### config.mk
export PLATFORM = sky130hd
export DESIGN_NAME = dbus_arbiter_flat
export DESIGN_NICKNAME = d
export VERILOG_FILES = /design/src/rtl/dbus_arbiter_pkg.sv /design/src/rtl/dbus_arbiter_if.sv /design/src/rtl/dbus_arbiter_rr_arb2.sv /design/src/rtl/dbus_arbiter.sv /design/src/flat_wrapper.sv
export SDC_FILE = /design/constraint.sdc
export NUM_CORES = 1
export LEC_CHECK = 0
export CORE_ASPECT_RATIO = 1.2
export CORE_MARGIN = 10
export CORE_UTILIZATION = 34
export DETAILED_ROUTE_END_ITERATION = 10
export GPL_ROUTABILITY_DRIVEN = 0
export GPL_TIMING_DRIVEN = 1
export PLACE_DENSITY = 0.81
export SYNTH_ARGS = -nofsm -noshare
export SYNTH_HDL_FRONTEND = slang
export SYNTH_HIERARCHICAL = 1
export SYNTH_SLANG_ARGS = --single-unit
### constraint.sdc
create_clock -name i_clk -period 2.3 [get_ports i_clk]
set_input_delay 0.46 -clock i_clk [delete_from_list [all_inputs] [get_ports i_clk]]
set_output_delay 0.46 -clock i_clk [all_outputs]
set_load 0.02 [all_outputs]
### src/rtl/dbus_arbiter_pkg.sv
// Shared types for the data-bus arbiter: FSM states, owner encoding, latched transaction.
// Pure declarations; no latency and no backpressure of its own.
package dbus_arbiter_pkg;

  typedef enum logic [1:0] {
    DBUS_IDLE = 2'd0,
    DBUS_CPU  = 2'd1,
    DBUS_DMA  = 2'd2
  } dbus_state_t;

  typedef enum logic {
    OWN_CPU = 1'b0,
    OWN_DMA = 1'b1
  } dbus_owner_t;

  localparam int DBUS_TIMEOUT_DEF = 16;

  typedef struct packed {
    logic [31:0] addr;
    logic [31:0] wdata;
    logic [3:0]  byteen;
  } dbus_txn_t;

endpackage

### src/rtl/dbus_arbiter_if.sv
// CPU, DMA and memory-port signals of the data-bus arbiter.
// slave = arbiter side; master = pipeline/DMA/memory side.
interface dbus_arbiter_if;

  logic        cpu_req;
  logic        cpu_kill;
  logic [31:0] cpu_addr;
  logic [31:0] cpu_wdata;
  logic [3:0]  cpu_byteen;
  logic [31:0] cpu_rdata;
  logic        cpu_stall;
  logic        cpu_buserr;

  logic        dma_req;
  logic [31:0] dma_addr;
  logic [31:0] dma_wdata;
  logic [3:0]  dma_byteen;
  logic        dma_ack;
  logic [31:0] dma_rdata;
  logic        dma_err;

  logic        mem_req;
  logic [31:0] mem_addr;
  logic [31:0] mem_wdata;
  logic [3:0]  mem_byteen;
  logic        mem_ack;
  logic [31:0] mem_rdata;

  modport slave (
    input  cpu_req, cpu_kill, cpu_addr, cpu_wdata, cpu_byteen,
    output cpu_rdata, cpu_stall, cpu_buserr,
    input  dma_req, dma_addr, dma_wdata, dma_byteen,
    output dma_ack, dma_rdata, dma_err,
    output mem_req, mem_addr, mem_wdata, mem_byteen,
    input  mem_ack, mem_rdata
  );

  modport master (
    output cpu_req, cpu_kill, cpu_addr, cpu_wdata, cpu_byteen,
    input  cpu_rdata, cpu_stall, cpu_buserr,
    output dma_req, dma_addr, dma_wdata, dma_byteen,
    input  dma_ack, dma_rdata, dma_err,
    input  mem_req, mem_addr, mem_wdata, mem_byteen,
    output mem_ack, mem_rdata
  );

endinterface

### src/rtl/dbus_arbiter_rr_arb2.sv
// Two-input round-robin picker; grants are combinational, last_owner updates on a grant.
// Zero latency; a loser simply keeps requesting and wins the next tie.
module dbus_arbiter_rr_arb2
  import dbus_arbiter_pkg::*;
(
  input  logic i_clk,
  input  logic i_reset,
  input  logic i_en,
  input  logic i_req_cpu,
  input  logic i_req_dma,
  output logic o_gnt_cpu,
  output logic o_gnt_dma
);

  dbus_owner_t r_last_owner;
  logic        w_pick_cpu;

  // On a tie the master that did not win last time goes first.
  assign w_pick_cpu = i_req_cpu & (~i_req_dma | (r_last_owner == OWN_DMA));
  assign o_gnt_cpu  = i_en & w_pick_cpu;
  assign o_gnt_dma  = i_en & i_req_dma & ~w_pick_cpu;

  always_ff @(posedge i_clk) begin
    if (i_reset) begin
      r_last_owner <= OWN_DMA;
    end else if (o_gnt_cpu) begin
      r_last_owner <= OWN_CPU;
    end else if (o_gnt_dma) begin
      r_last_owner <= OWN_DMA;
    end
  end

endmodule

### src/rtl/dbus_arbiter.sv
// Shares one data-memory port between the M-stage and DMA; holds each transaction until ack or timeout.
// Grant at the IDLE edge, mem_req next cycle; CPU is back-pressured via cpu_stall, DMA holds dma_req.
module dbus_arbiter
  import dbus_arbiter_pkg::*;
#(
  parameter int TIMEOUT = DBUS_TIMEOUT_DEF
) (
  input  logic          i_clk,
  input  logic          i_reset,
  dbus_arbiter_if.slave bus
);

  localparam int             CW       = $clog2(TIMEOUT);
  localparam logic [CW-1:0] CNT_LAST = CW'(TIMEOUT - 1);

  dbus_state_t   r_state;
  dbus_state_t   w_state_nxt;
  dbus_txn_t     r_txn;
  logic [CW-1:0] r_cnt;

  logic w_cpu_eff;
  logic w_idle;
  logic w_busy;
  logic w_gnt_cpu;
  logic w_gnt_dma;
  logic w_timeout;
  logic w_ack_ok;

  assign w_cpu_eff = bus.cpu_req & ~bus.cpu_kill;
  assign w_idle    = (r_state == DBUS_IDLE);
  assign w_busy    = ~w_idle;
  // An ack in the last allowed cycle wins over the timeout.
  assign w_timeout = w_busy & ~bus.mem_ack & (r_cnt == CNT_LAST);
  // Completion pulses are suppressed while reset aborts a transaction.
  assign w_ack_ok  = bus.mem_ack & ~i_reset;

  dbus_arbiter_rr_arb2 u_rr (
    .i_clk     (i_clk),
    .i_reset   (i_reset),
    .i_en      (w_idle),
    .i_req_cpu (w_cpu_eff),
    .i_req_dma (bus.dma_req),
    .o_gnt_cpu (w_gnt_cpu),
    .o_gnt_dma (w_gnt_dma)
  );

  always_ff @(posedge i_clk) begin
    if (i_reset) begin
      r_state <= DBUS_IDLE;
      r_txn   <= '0;
      r_cnt   <= '0;
    end else begin
      r_state <= w_state_nxt;
      if (w_gnt_cpu) begin
        r_txn.addr   <= bus.cpu_addr;
        r_txn.wdata  <= bus.cpu_wdata;
        r_txn.byteen <= bus.cpu_byteen;
        r_cnt        <= '0;
      end else if (w_gnt_dma) begin
        r_txn.addr   <= bus.dma_addr;
        r_txn.wdata  <= bus.dma_wdata;
        r_txn.byteen <= bus.dma_byteen;
        r_cnt        <= '0;
      end else if (w_busy && !bus.mem_ack && !w_timeout) begin
        r_cnt <= r_cnt + 1'b1;
      end
    end
  end

  always_comb begin
    w_state_nxt    = r_state;
    bus.cpu_stall  = w_cpu_eff;
    bus.cpu_rdata  = '0;
    bus.cpu_buserr = 1'b0;
    bus.dma_ack    = 1'b0;
    bus.dma_rdata  = '0;
    bus.dma_err    = 1'b0;
    case (r_state)
      DBUS_IDLE: begin
        if (w_gnt_cpu) begin
          w_state_nxt = DBUS_CPU;
        end else if (w_gnt_dma) begin
          w_state_nxt = DBUS_DMA;
        end
      end
      DBUS_CPU: begin
        if (bus.mem_ack || w_timeout) begin
          w_state_nxt   = DBUS_IDLE;
          bus.cpu_stall = 1'b0;
        end
        bus.cpu_rdata  = w_ack_ok ? bus.mem_rdata : 32'h0;
        bus.cpu_buserr = w_timeout & ~i_reset;
      end
      DBUS_DMA: begin
        if (bus.mem_ack || w_timeout) begin
          w_state_nxt = DBUS_IDLE;
        end
        bus.dma_ack   = w_ack_ok;
        bus.dma_rdata = w_ack_ok ? bus.mem_rdata : 32'h0;
        bus.dma_err   = w_timeout & ~i_reset;
      end
      default: w_state_nxt = DBUS_IDLE;
    endcase
  end

  // mem_req comes only from the state register, so mem_ack cannot reach it combinationally.
  assign bus.mem_req    = w_busy;
  assign bus.mem_addr   = r_txn.addr;
  assign bus.mem_wdata  = r_txn.wdata;
  assign bus.mem_byteen = r_txn.byteen;

endmodule

### src/flat_wrapper.sv
// flat-port wrapper written by rule: the top's interface ports become plain ports
module dbus_arbiter_flat import dbus_arbiter_pkg::*;
#(
  parameter int TIMEOUT = DBUS_TIMEOUT_DEF
)
  (i_clk, i_reset, bus_cpu_req, bus_cpu_kill, bus_cpu_addr, bus_cpu_wdata, bus_cpu_byteen, bus_cpu_rdata, bus_cpu_stall, bus_cpu_buserr, bus_dma_req, bus_dma_addr, bus_dma_wdata, bus_dma_byteen, bus_dma_ack, bus_dma_rdata, bus_dma_err, bus_mem_req, bus_mem_addr, bus_mem_wdata, bus_mem_byteen, bus_mem_ack, bus_mem_rdata);
  dbus_arbiter_if bus_i ();
  input  logic i_clk;
  input  logic i_reset;
  input wire logic [$bits(bus_i.cpu_req)-1:0] bus_cpu_req;
  input wire logic [$bits(bus_i.cpu_kill)-1:0] bus_cpu_kill;
  input wire logic [$bits(bus_i.cpu_addr)-1:0] bus_cpu_addr;
  input wire logic [$bits(bus_i.cpu_wdata)-1:0] bus_cpu_wdata;
  input wire logic [$bits(bus_i.cpu_byteen)-1:0] bus_cpu_byteen;
  output wire logic [$bits(bus_i.cpu_rdata)-1:0] bus_cpu_rdata;
  output wire logic [$bits(bus_i.cpu_stall)-1:0] bus_cpu_stall;
  output wire logic [$bits(bus_i.cpu_buserr)-1:0] bus_cpu_buserr;
  input wire logic [$bits(bus_i.dma_req)-1:0] bus_dma_req;
  input wire logic [$bits(bus_i.dma_addr)-1:0] bus_dma_addr;
  input wire logic [$bits(bus_i.dma_wdata)-1:0] bus_dma_wdata;
  input wire logic [$bits(bus_i.dma_byteen)-1:0] bus_dma_byteen;
  output wire logic [$bits(bus_i.dma_ack)-1:0] bus_dma_ack;
  output wire logic [$bits(bus_i.dma_rdata)-1:0] bus_dma_rdata;
  output wire logic [$bits(bus_i.dma_err)-1:0] bus_dma_err;
  output wire logic [$bits(bus_i.mem_req)-1:0] bus_mem_req;
  output wire logic [$bits(bus_i.mem_addr)-1:0] bus_mem_addr;
  output wire logic [$bits(bus_i.mem_wdata)-1:0] bus_mem_wdata;
  output wire logic [$bits(bus_i.mem_byteen)-1:0] bus_mem_byteen;
  input wire logic [$bits(bus_i.mem_ack)-1:0] bus_mem_ack;
  input wire logic [$bits(bus_i.mem_rdata)-1:0] bus_mem_rdata;
  assign bus_i.cpu_req = bus_cpu_req;
  assign bus_i.cpu_kill = bus_cpu_kill;
  assign bus_i.cpu_addr = bus_cpu_addr;
  assign bus_i.cpu_wdata = bus_cpu_wdata;
  assign bus_i.cpu_byteen = bus_cpu_byteen;
  assign bus_cpu_rdata = bus_i.cpu_rdata;
  assign bus_cpu_stall = bus_i.cpu_stall;
  assign bus_cpu_buserr = bus_i.cpu_buserr;
  assign bus_i.dma_req = bus_dma_req;
  assign bus_i.dma_addr = bus_dma_addr;
  assign bus_i.dma_wdata = bus_dma_wdata;
  assign bus_i.dma_byteen = bus_dma_byteen;
  assign bus_dma_ack = bus_i.dma_ack;
  assign bus_dma_rdata = bus_i.dma_rdata;
  assign bus_dma_err = bus_i.dma_err;
  assign bus_mem_req = bus_i.mem_req;
  assign bus_mem_addr = bus_i.mem_addr;
  assign bus_mem_wdata = bus_i.mem_wdata;
  assign bus_mem_byteen = bus_i.mem_byteen;
  assign bus_i.mem_ack = bus_mem_ack;
  assign bus_i.mem_rdata = bus_mem_rdata;
  dbus_arbiter #(.TIMEOUT(TIMEOUT)) u_core (.i_clk(i_clk), .i_reset(i_reset), .bus(bus_i));
endmodule
### Layout detail

Region (17, 92) to (42, 117) um. Cells in grey, sequential cells in the stronger grey; small squares are vias.
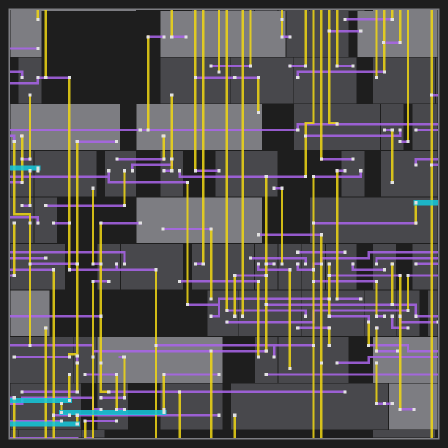
- purple: M1
- cyan: M3
- yellow: M2
- netlist names of flops here include: u_core/bus.mem_addr (7)
- cells with their middle in the window: 47
- sequential cells in the window: 7
- most frequent: nand2_1 (14), clkdlybuf4s50_1 (12), dfxtp_1 (7)

### M1 wires

Scale: 3 px per um.
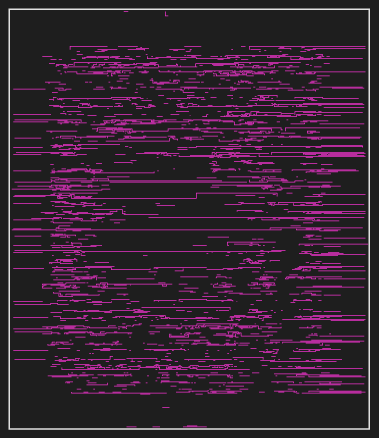
- longest straight run: 71.8 um
- share of all routed wire: 37%
- main direction: horizontal
- wire length on this layer: 6770 um
Post-Route WL: 18080 um
Vias: 4522
met1 track demand over resource: 0.2061

### Congestion heat map

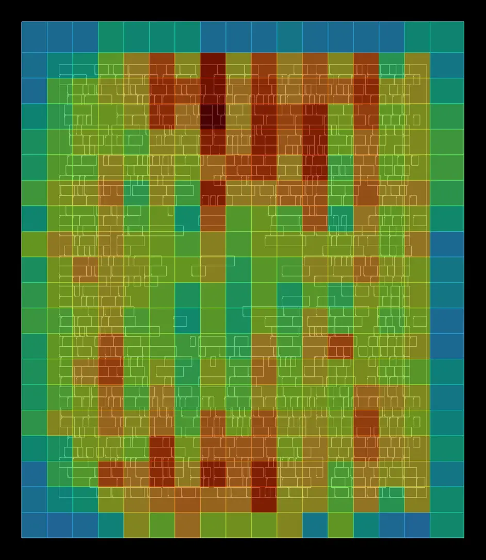
Overall Global Routing Usage: 0.2065
Final Core Density: 0.6357
GRT met3 Usage: 0.07568
drt wl/cell: 18.87 um

### Cells coloured by class

Scale: 3 px per um.
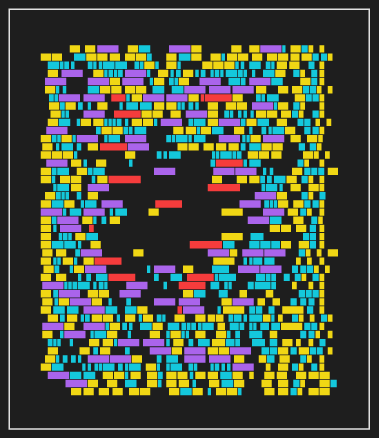
- red: clock drivers and dummy loads (cells 16; share of their area 4.8%)
- yellow: remaining buffers and delay cells (cells 327; share of their area 41%)
- cyan: remaining logic cells (cells 383; share of their area 33%)
- purple: sequential cells (cells 75; share of their area 21%)
Core Rows: 43
flop share of the area: 0.2033
Core Footprint: 11620 sq um

==> impl_metrics.csv <==
group,metric,value,unit
worst_setup_path,ff2ff_setup_slack,0.31,ns
clock_network,cts_setup_buffers,0,
run,warnings,28,
clock_network,cts_resized,80,
worst_setup_path,critPathLaunch,"bus_mem_ack",
route,drc,0,
worst_setup_path,cp-start-kind,"input pin",
worst_setup_path,endpoint_kind,"primary output",
clock_network,cts_hold_buffers,0,
die,io_pins,311,
route,ant_nets,0,
layout,syn_to_final_growth,82.73,%
final_timing,fin_tns_setup,0,ns
hold_path,hold_class,"flop to flop",
logic_synthesis,syn_avg_cell_area,8.167,sq um
final_timing,drv_slew,0,
logic_synthesis,synth_flops,75,
worst_setup_path,r2r-start,"u_core/r_state[0]",
final_timing,slew_headroom,0.4639,
layout,instances_no_fill,958,
grt,grt_pass1_vias,4897,
power_and_ir_drop,p_per_area,699.6,nW/um^2
final_timing,hold_violations,0,
final_timing,period_used_share,0.9717,
die,fp_util,0.3479,
power_and_ir_drop,irDropWorstVdd,0.3852,mV
clock_network,clockBufferDepth,2,
worst_setup_path,required,1.84,ns
status,status,"complete, no violations",
grt,antenna_found_initial,1,
clock_network,clk-insertion-delay-late,0.33,ns
logic_synthesis,synth_cell_types,33,
clock_network,clkSinkCount,75,
final_timing,rsz0062_at_grt,"false",
die,die_y,139.5,um
clock_network,htreeDepth,3,
layout,antenna_cells,0,
grt,grt_max_degree,73,
die,die_area,16670,sq um
logic_synthesis,yosysSeqAreaShare,0.3714,
hold_path,min-delay-start,"u_core/r_cnt[1]",
place,dp_hpwl,14670,um
clock_network,clkTransAtPathRegs,0.06,ns
final_timing,holdWs,0.5445,ns
worst_setup_path,r2r_end,"u_core/bus.mem_wdata[5]",
logic_synthesis,yosys-top-cells-area,"dfxtp_1, mux2_2, nand2_1",
place,place_inst,942,
grt,grt_overflow,0,
run,max-cap-violations,0,
final_timing,max_freq,0.4474,GHz
clock_network,cts-root-buf,"clkbuf_16",
worst_setup_path,ff2ff_path_depth,9,
final_timing,setup_viol,0,
grt,grt_first_pass_wirelength,27310,um
final_timing,worstMarginPinSlew,0.8041,ns
logic_synthesis,syn_inst,495,
place,numPortBuffers,310,
die,die_w,119.5,um
logic_synthesis,yosys_warnings,6,
worst_setup_path,critPathMaxFanout,4,
==> kinds of logic (layout without fill, tap and decap cells) <==
family          Yosys count  count (layout)  share of synthesized area
compound gates           81              81                     0.1074
fa+ha+maj                 4               4                    0.01238
simple gates            223             223                     0.2634
flops                    75              75                     0.3714
mux                      69              69                     0.1919
xor+xnor                  1               1                   0.002167
buf+inv                  42             348                    0.05138
==> synthesized netlist by cell type <==
cell      count
xnor2_1       1
buf_6         2
or3_4         1
ha_1          4
inv_2         1
nand2_1     139
and2_1       64
buf_4         8
and4_1        2
buf_1         5
a221oi_1      1
a31o_1        1
o21ai_0       1
a211o_1       1
nor3b_1       2
clkbuf_1     18
mux2_2       68
and3b_1       3
and3_1        1
a21oi_1      73
a311oi_2      1
inv_1         4
dfxtp_1      75
mux2i_1       1
o21bai_1      1
nand3_1       2
a21boi_0      1
nand2b_1      2
buf_2         4
a211oi_1      1
nor2b_1       2
nor2_1        3
nor3_2        2
==> worst max-delay path: stages <==
cell             delay, ns
clkdlybuf4s50_1       0.46
buf_4                 0.17
o21bai_1              0.14
a21boi_0              0.19
clkdlybuf4s15_1       0.35
==> final cells by class <==
class                           count  area, sq um
Inverter                            5        18.77
Clock inverter                      5        100.1
Timing Repair Buffer              327         2972
Clock buffer                       11        242.7
Multi-Input combinational cell    378         2356
Sequential cell                    75         1501
Tap cell                          157        196.4
Fill cell                        1020         4234
==> layout by cell type (no fill, tap or decap), types with 2 or more instances in the layout <==
| cell | instances |
|---|---|
| clkdlybuf4s50_1 | 240 |
| dfxtp_1 | 75 |
| and3b_1 | 3 |
| inv_1 | 4 |
| buf_4 | 11 |
| ha_1 | 4 |
| mux2_2 | 68 |
| nor2_1 | 3 |
| buf_12 | 6 |
| and4_1 | 2 |
| nor2b_1 | 2 |
| a21oi_1 | 71 |
| and2_1 | 64 |
| clkbuf_2 | 66 |
| nor3_2 | 2 |
| nand2_1 | 139 |
| clkbuf_16 | 9 |
| nand3_1 | 2 |
| nand2b_1 | 2 |
| nor3b_1 | 2 |
| a21oi_4 | 2 |
| clkinv_2 | 2 |
| bufinv_16 | 3 |
==> per-layer routing <==
layer / part of all wire / track usage
met1: 0.37 / 0.2061
met2: 0.52 / 0.3843
met3: 0.088 / 0.07568
met4: 0.020 / 0.06552
met5: 0.00039 / 0
==> power breakdown <==
group	total [W]	switching [W]	internal, W
registers	0.00157	0.0000890	0.00148
logic	0.00198	0.000922	0.00106
clock network	0.00162	0.000536	0.00109
==> stage by stage <==
step | setup slack [ns] | util | area (sq um) | power, W
final | 0.06502 | 0.6357 | 7387 | 0.005168
after global routing | 0.01341 | 0.6357 | 7387 | 0.005440
after CTS | 0.0002185 | 0.6579 | 7646 | 0.005225
after detailed placement | -0.2944 | 0.6345 | 7373 | 0.003615
after global placement | -0.2736 | 0.6345 | 7373 | 0.003559
after floorplan | 0.3481 | - | 4043 | 0.002671
==> registers in the layout, summed over array words and instances, names as in the netlist <==
signal / cells
u_core/bus.mem_addr: 32
u_core/bus.mem_wdata: 32
u_core/bus.mem_byteen: 4
u_core/r_cnt: 4
u_core/r_state: 2
u_core/u_rr/r_last_owner: 1
Power and IR drop assume default switching activity.
